==> images/met4.png <==
Bar = 100 microns. Supply wires on this layer in gray.
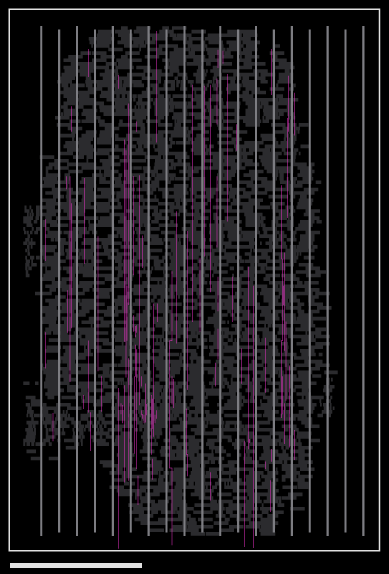
==> images/cell_classes.png <==
Bar = 100 microns. Fill, decap, tap and diode cells in gray.
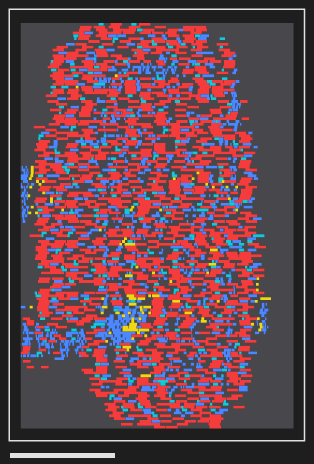
--- config.mk ---
export PLATFORM = sky130hd
export DESIGN_NAME = baby_store_loader_flat
export DESIGN_NICKNAME = d
export VERILOG_FILES = /design/src/rtl/baby_store_if.sv /design/src/rtl/baby_store_loader.sv /design/src/flat_wrapper.sv
export SDC_FILE = /design/constraint.sdc
export NUM_CORES = 1
export LEC_CHECK = 0
export CAP_MARGIN = 30
export CORE_ASPECT_RATIO = 1.5
export CORE_MARGIN = 10
export CORE_UTILIZATION = 42
export CTS_BUF_LIST = sky130_fd_sc_hd__clkbuf_8
export DETAILED_ROUTE_END_ITERATION = 10
export DONT_BUFFER_PORTS = 1
export PLACE_DENSITY_LB_ADDON = 0.25
export SYNTH_ARGS = -nofsm -noshare
export SYNTH_HDL_FRONTEND = slang
export SYNTH_SLANG_ARGS = --single-unit
--- constraint.sdc ---
create_clock -name clk -period 5.16 [get_ports clk]
set_input_delay 1.29 -clock clk [delete_from_list [all_inputs] [get_ports clk]]
set_output_delay 1.29 -clock clk [all_outputs]
set_load 0.005 [all_outputs]
--- src/rtl/baby_store_if.sv ---
// Load-stream and CPU-port bundle for the Baby store loader.
interface baby_store_if #(
  parameter int unsigned WIDTH  = 32,
  parameter int unsigned ADDR_W = 5
);
  logic              load_start;
  logic              load_clear;
  logic [ADDR_W-1:0] load_base;
  logic              load_valid;
  logic [WIDTH-1:0]  load_data;
  logic              load_last;
  logic              load_ready;
  logic              busy;
  logic              done;
  logic              truncated;
  logic [ADDR_W:0]   words_loaded;
  logic [ADDR_W-1:0] cpu_addr;
  logic              cpu_we;
  logic [WIDTH-1:0]  cpu_wdata;
  logic [WIDTH-1:0]  cpu_rdata;
  logic              cpu_stall;

  modport master (
    output load_start, load_clear, load_base, load_valid, load_data, load_last,
    output cpu_addr, cpu_we, cpu_wdata,
    input  load_ready, busy, done, truncated, words_loaded, cpu_rdata, cpu_stall
  );

  modport slave (
    input  load_start, load_clear, load_base, load_valid, load_data, load_last,
    input  cpu_addr, cpu_we, cpu_wdata,
    output load_ready, busy, done, truncated, words_loaded, cpu_rdata, cpu_stall
  );
endinterface

--- src/rtl/baby_store_loader.sv ---
// DEPTH x WIDTH Baby store, loaded at run time from a valid/ready word stream,
// with an optional zero-fill pass and a CPU read/write port stalled during loads.
module baby_store_loader #(
  parameter int unsigned WIDTH        = 32,
  parameter int unsigned DEPTH        = 32,
  parameter int unsigned ADDR_W       = $clog2(DEPTH),
  parameter bit          REVERSE_BITS = 1'b1
) (
  input  logic         clk,
  input  logic         reset,
  baby_store_if.slave  bus
);

  localparam logic [ADDR_W-1:0] LAST_ADDR = ADDR_W'(DEPTH - 1);

  typedef enum logic [1:0] {IDLE, CLEAR, LOAD, DONE} state_t;

  state_t            state_q, state_d;
  logic [ADDR_W-1:0] ptr_q;
  logic [ADDR_W-1:0] clr_ptr_q;
  logic [ADDR_W:0]   words_loaded_q;
  logic              truncated_q;
  logic              load_ready_q;
  logic              busy_q;
  logic              done_q;
  logic [WIDTH-1:0]  cpu_rdata_q;
  logic [WIDTH-1:0]  mem [DEPTH];

  logic              accept_c;
  logic              end_c;
  logic              cpu_side_c;
  logic [WIDTH-1:0]  load_word_c;

  assign accept_c   = (state_q == LOAD) && bus.load_valid;
  assign end_c      = accept_c && (bus.load_last || (ptr_q == LAST_ADDR));
  assign cpu_side_c = (state_q == IDLE) || (state_q == DONE);

  // SNP order is LSB-first, so optionally mirror the word on the way in
  always_comb begin
    load_word_c = bus.load_data;
    if (REVERSE_BITS) begin
      for (int unsigned i = 0; i < WIDTH; i++) begin
        load_word_c[i] = bus.load_data[WIDTH-1-i];
      end
    end
  end

  always_comb begin
    state_d = state_q;
    case (state_q)
      IDLE:    if (bus.load_start) state_d = bus.load_clear ? CLEAR : LOAD;
      CLEAR:   if (clr_ptr_q == LAST_ADDR) state_d = LOAD;
      LOAD:    if (end_c) state_d = DONE;
      DONE:    state_d = IDLE;
      default: state_d = IDLE;
    endcase
  end

  // Status flags are registered from the next state so they track it exactly
  always_ff @(posedge clk) begin
    if (reset) begin
      state_q        <= IDLE;
      ptr_q          <= '0;
      clr_ptr_q      <= '0;
      words_loaded_q <= '0;
      truncated_q    <= 1'b0;
      load_ready_q   <= 1'b0;
      busy_q         <= 1'b0;
      done_q         <= 1'b0;
      cpu_rdata_q    <= '0;
    end else begin
      state_q      <= state_d;
      load_ready_q <= (state_d == LOAD);
      busy_q       <= (state_d == CLEAR) || (state_d == LOAD);
      done_q       <= (state_d == DONE);

      if ((state_q == IDLE) && bus.load_start) begin
        ptr_q          <= bus.load_base;
        clr_ptr_q      <= '0;
        words_loaded_q <= '0;
        truncated_q    <= 1'b0;
      end

      if (state_q == CLEAR) clr_ptr_q <= clr_ptr_q + ADDR_W'(1);

      if (accept_c) begin
        ptr_q          <= ptr_q + ADDR_W'(1);
        words_loaded_q <= words_loaded_q + (ADDR_W+1)'(1);
        if ((ptr_q == LAST_ADDR) && !bus.load_last) truncated_q <= 1'b1;
      end

      if (cpu_side_c) cpu_rdata_q <= mem[bus.cpu_addr];
    end
  end

  // Store array: not reset; one writer per state, none while reset is held
  always_ff @(posedge clk) begin
    if (!reset) begin
      if (cpu_side_c && bus.cpu_we)  mem[bus.cpu_addr] <= bus.cpu_wdata;
      else if (state_q == CLEAR)     mem[clr_ptr_q]    <= '0;
      else if (accept_c)             mem[ptr_q]        <= load_word_c;
    end
  end

  assign bus.load_ready   = load_ready_q;
  assign bus.busy         = busy_q;
  assign bus.done         = done_q;
  assign bus.truncated    = truncated_q;
  assign bus.words_loaded = words_loaded_q;
  assign bus.cpu_rdata    = cpu_rdata_q;
  assign bus.cpu_stall    = busy_q;

endmodule

--- src/flat_wrapper.sv ---
// flat-port wrapper written by rule: the top's interface ports become plain ports
module baby_store_loader_flat 
#(
  parameter int unsigned WIDTH        = 32,
  parameter int unsigned DEPTH        = 32,
  parameter int unsigned ADDR_W       = $clog2(DEPTH),
  parameter bit          REVERSE_BITS = 1'b1
)
  (clk, reset, bus_load_start, bus_load_clear, bus_load_base, bus_load_valid, bus_load_data, bus_load_last, bus_cpu_addr, bus_cpu_we, bus_cpu_wdata, bus_load_ready, bus_busy, bus_done, bus_truncated, bus_words_loaded, bus_cpu_rdata, bus_cpu_stall);
  baby_store_if #(.WIDTH(WIDTH), .ADDR_W(ADDR_W)) bus_i ();
  input  logic clk;
  input  logic reset;
  input wire logic [$bits(bus_i.load_start)-1:0] bus_load_start;
  input wire logic [$bits(bus_i.load_clear)-1:0] bus_load_clear;
  input wire logic [$bits(bus_i.load_base)-1:0] bus_load_base;
  input wire logic [$bits(bus_i.load_valid)-1:0] bus_load_valid;
  input wire logic [$bits(bus_i.load_data)-1:0] bus_load_data;
  input wire logic [$bits(bus_i.load_last)-1:0] bus_load_last;
  input wire logic [$bits(bus_i.cpu_addr)-1:0] bus_cpu_addr;
  input wire logic [$bits(bus_i.cpu_we)-1:0] bus_cpu_we;
  input wire logic [$bits(bus_i.cpu_wdata)-1:0] bus_cpu_wdata;
  output wire logic [$bits(bus_i.load_ready)-1:0] bus_load_ready;
  output wire logic [$bits(bus_i.busy)-1:0] bus_busy;
  output wire logic [$bits(bus_i.done)-1:0] bus_done;
  output wire logic [$bits(bus_i.truncated)-1:0] bus_truncated;
  output wire logic [$bits(bus_i.words_loaded)-1:0] bus_words_loaded;
  output wire logic [$bits(bus_i.cpu_rdata)-1:0] bus_cpu_rdata;
  output wire logic [$bits(bus_i.cpu_stall)-1:0] bus_cpu_stall;
  assign bus_i.load_start = bus_load_start;
  assign bus_i.load_clear = bus_load_clear;
  assign bus_i.load_base = bus_load_base;
  assign bus_i.load_valid = bus_load_valid;
  assign bus_i.load_data = bus_load_data;
  assign bus_i.load_last = bus_load_last;
  assign bus_i.cpu_addr = bus_cpu_addr;
  assign bus_i.cpu_we = bus_cpu_we;
  assign bus_i.cpu_wdata = bus_cpu_wdata;
  assign bus_load_ready = bus_i.load_ready;
  assign bus_busy = bus_i.busy;
  assign bus_done = bus_i.done;
  assign bus_truncated = bus_i.truncated;
  assign bus_words_loaded = bus_i.words_loaded;
  assign bus_cpu_rdata = bus_i.cpu_rdata;
  assign bus_cpu_stall = bus_i.cpu_stall;
  baby_store_loader #(.WIDTH(WIDTH), .DEPTH(DEPTH), .ADDR_W(ADDR_W), .REVERSE_BITS(REVERSE_BITS)) u_core (.clk(clk), .reset(reset), .bus(bus_i));
endmodule
==> flow_summary.json <==
{
  "status": "completed",
  "layout.area.top_class": "registers",
  "combPwrFrac_pct": 7.3,
  "hold_viol": 0,
  "tns_ps": 0,
  "period_used_pct": 73.64,
  "fill_cells": 8402,
  "routed.top_layer": "met4",
  "firstDrtPassIters": 5,
  "diodes": 4,
  "post_cts.repair.setup_buffers": 0,
  "powerDensity_mw_per_mm2": 371.9,
  "synth-simple-area-share_pct": 4.022,
  "pg_clk_mw": 6.46,
  "synth_top_cell_by_area": "edfxtp_1",
  "grt_use_met1_pct": 23.91,
  "grt_util_met3_pct": 4.421,
  "flop_cell": "edfxtp_1",
  "mostFrequentLayoutCell": "edfxtp_1",
  "vias_per_cell": 5.869,
  "cp.required_ps": 5670,
  "syn-cell-area_sq_mm": 0.04246,
  "grt_overflow_total": 0,
  "layout_top_cells": "edfxtp_1, nand2_1, mux2i_1",
  "die_w_microns": 279.6,
  "combinationalPower_mw": 1.30,
  "grt.busiest_layer": "met2",
  "placed_cell_area_sq_mm": 0.04462,
  "synthTopCellsByCount": "edfxtp_1, nand2_1, mux2i_1",
  "syn-instance-count": 2292,
  "cp-endpoint": "u_core.mem[5][10]",
  "hpwl_microns": 72720,
  "leakage_nw": 15.55,
  "fin_nets": 2500,
  "wl_met2_microns": 61340,
  "floorplan.nets": 2385,
  "gp_congestion": 0.8875,
  "regToRegEndpoint": "u_core.mem[5][10]",
  "ys_sh_xor_pct": 0,
  "ys.warnings.count": 0,
  "edf_count": 1024,
  "yosysCellCount": 2292,
  "clock_latency_ps": 830,
  "ys_top_logic_family": "multiplexers",
  "p_sw_mw": 4.267,
  "ys_seq_share_pct": 74.97,
  "critPathMaxStageDelay_ps": 650,
  "post-place-ws_ps": 1036,
  "syn_area_per_cell_sq_um": 18.53,
  "top_cell": "edfxtp_1",
  "clkCellAreaFrac_pct": 6.201,
  "arrival_ps": 4310,
  "grtUsageTotal_pct": 20.49,
  "p_total_mw": 17.74,
  "numSynthFlops": 1078,
  "tightestPinTransition_ps": 1430,
  "fa_ha_area_share_pct": 0.3536,
  "wl_per_cell_microns": 30.67,
  "critPathLaunch": "u_core.state_q[0]",
  "wirelength_microns": 117700,
  "path_cells": "inv_1 -> ha_4 -> nor2b_1 -> buf_4 -> or2_2 -> a31oi_2 -> buf_4 -> nor2_4 -> buf_4",
  "fin_cells": 3838,
  "slowest_stage": "nor2_4",
  "topCellsByArea": "edfxtp_1, mux4_2, mux2i_1",
  "root_buffer": "clkbuf_8",
  "skew_ps": 29.32,
  "wl_met3_microns": 8122,
  "crit_type": "flip-flop to flip-flop",
  "flops": 1078,
  "synth.cellmix.compoundShare_pct": 4.526,
  "p_clk_share_pct": 36.4,
  "place_inst": 3540,
  "holdPathEnd": "u_core.bus.words_loaded[5]",
  "nClkBuffers": 167,
  "io-pin-count": 124,
  "ys_area_sq_mm": 0.04246,
  "grt_pass1_vias": 23530,
  "critPathBufInv": 4,
  "min_from": "u_core.bus.words_loaded[5]",
  "layout.comb_gates.multi_input": 1034,
  "chipHeight_microns": 409.4,
  "buffers_excl_clock": 99,
  "cts_resized": 0,
  "slew_viol_final": 0,
  "start_kind": "flip-flop",
  "r2r_slack_ps": 1360,
  "drive_gt1_share_pct": 21.75,
  "clkSlewWorstSetupHoldPaths_ps": 70,
  "grt_use_met2_pct": 35.79,
  "regArea_sq_mm": 0.03183,
  "ant_nets": 0,
  "fin_ws_ps": 1360,
  "worst-path-stages": 9,
  "hp-class": "flip-flop to flip-flop",
  "netlist.area_leader.share_pct": 72.42,
  "cts-hold-fix-buffers": 0,
  "power_frac_seq_pct": 56.2,
  "synth.mux.area_fraction_pct": 14.09,
  "cts_tree": "built",
  "areaGrowthSynthToFinish_pct": 12.33,
  "met1_length_microns": 43270,
  "ir_drop_mv": 0.2435,
  "grt_max_degree": 295,
  "drv_cap": 0,
  "initCoreUtil_pct": 42.37,
  "setup_viol": 0,
  "critPathMaxFanout": 36,
  "logic_area_sq_mm": 0.01011,
  "die_area_sq_mm": 0.1145,
  "grt_pass1_wl_microns": 168700,
  "warnings": 40,
  "synth_cell_types": 43,
  "rsz0062_at_grt": "no",
  "crit_family": "simple AND/OR/NAND/NOR gates",
  "swShare_pct": 24.05,
  "max_slew_margin_pct": 4.638,
  "cts_max_level": 4,
  "power.group.top": "registers",
  "hold_path_depth": 1,
  "async_flop_share_pct": 0,
  "pg_seq_mw": 9.98,
  "cpMostUsedCell": "buf_4",
  "rr_worst_depth": 9,
  "drc_errors": 0,
  "fmax_ghz": 0.2632,
  "io_buffers": 0,
  "cts_buffers": 154,
  "largest_reg_flops": 1024
}
-- met4.png (at the start) --
wire length on this layer	4980 microns
main direction	vertical
longest straight run	199 microns
nets with wire on the layer	67
share of all routed wire	4.2%

-- cell_classes.png (at the start) --
color	class	cells	share of their area
yellow	other buffers and delay cells	99	2.2%
red	flip-flops	1078	69%
blue	all other logic	1074	22%
cyan	clock drivers and dummy loads	287	6.4%
Seq area share: 66.74%
area of the core: 0.1002 sq mm
post-route cell area: 0.04770 sq mm
row cnt: 142
fin util: 47.60%

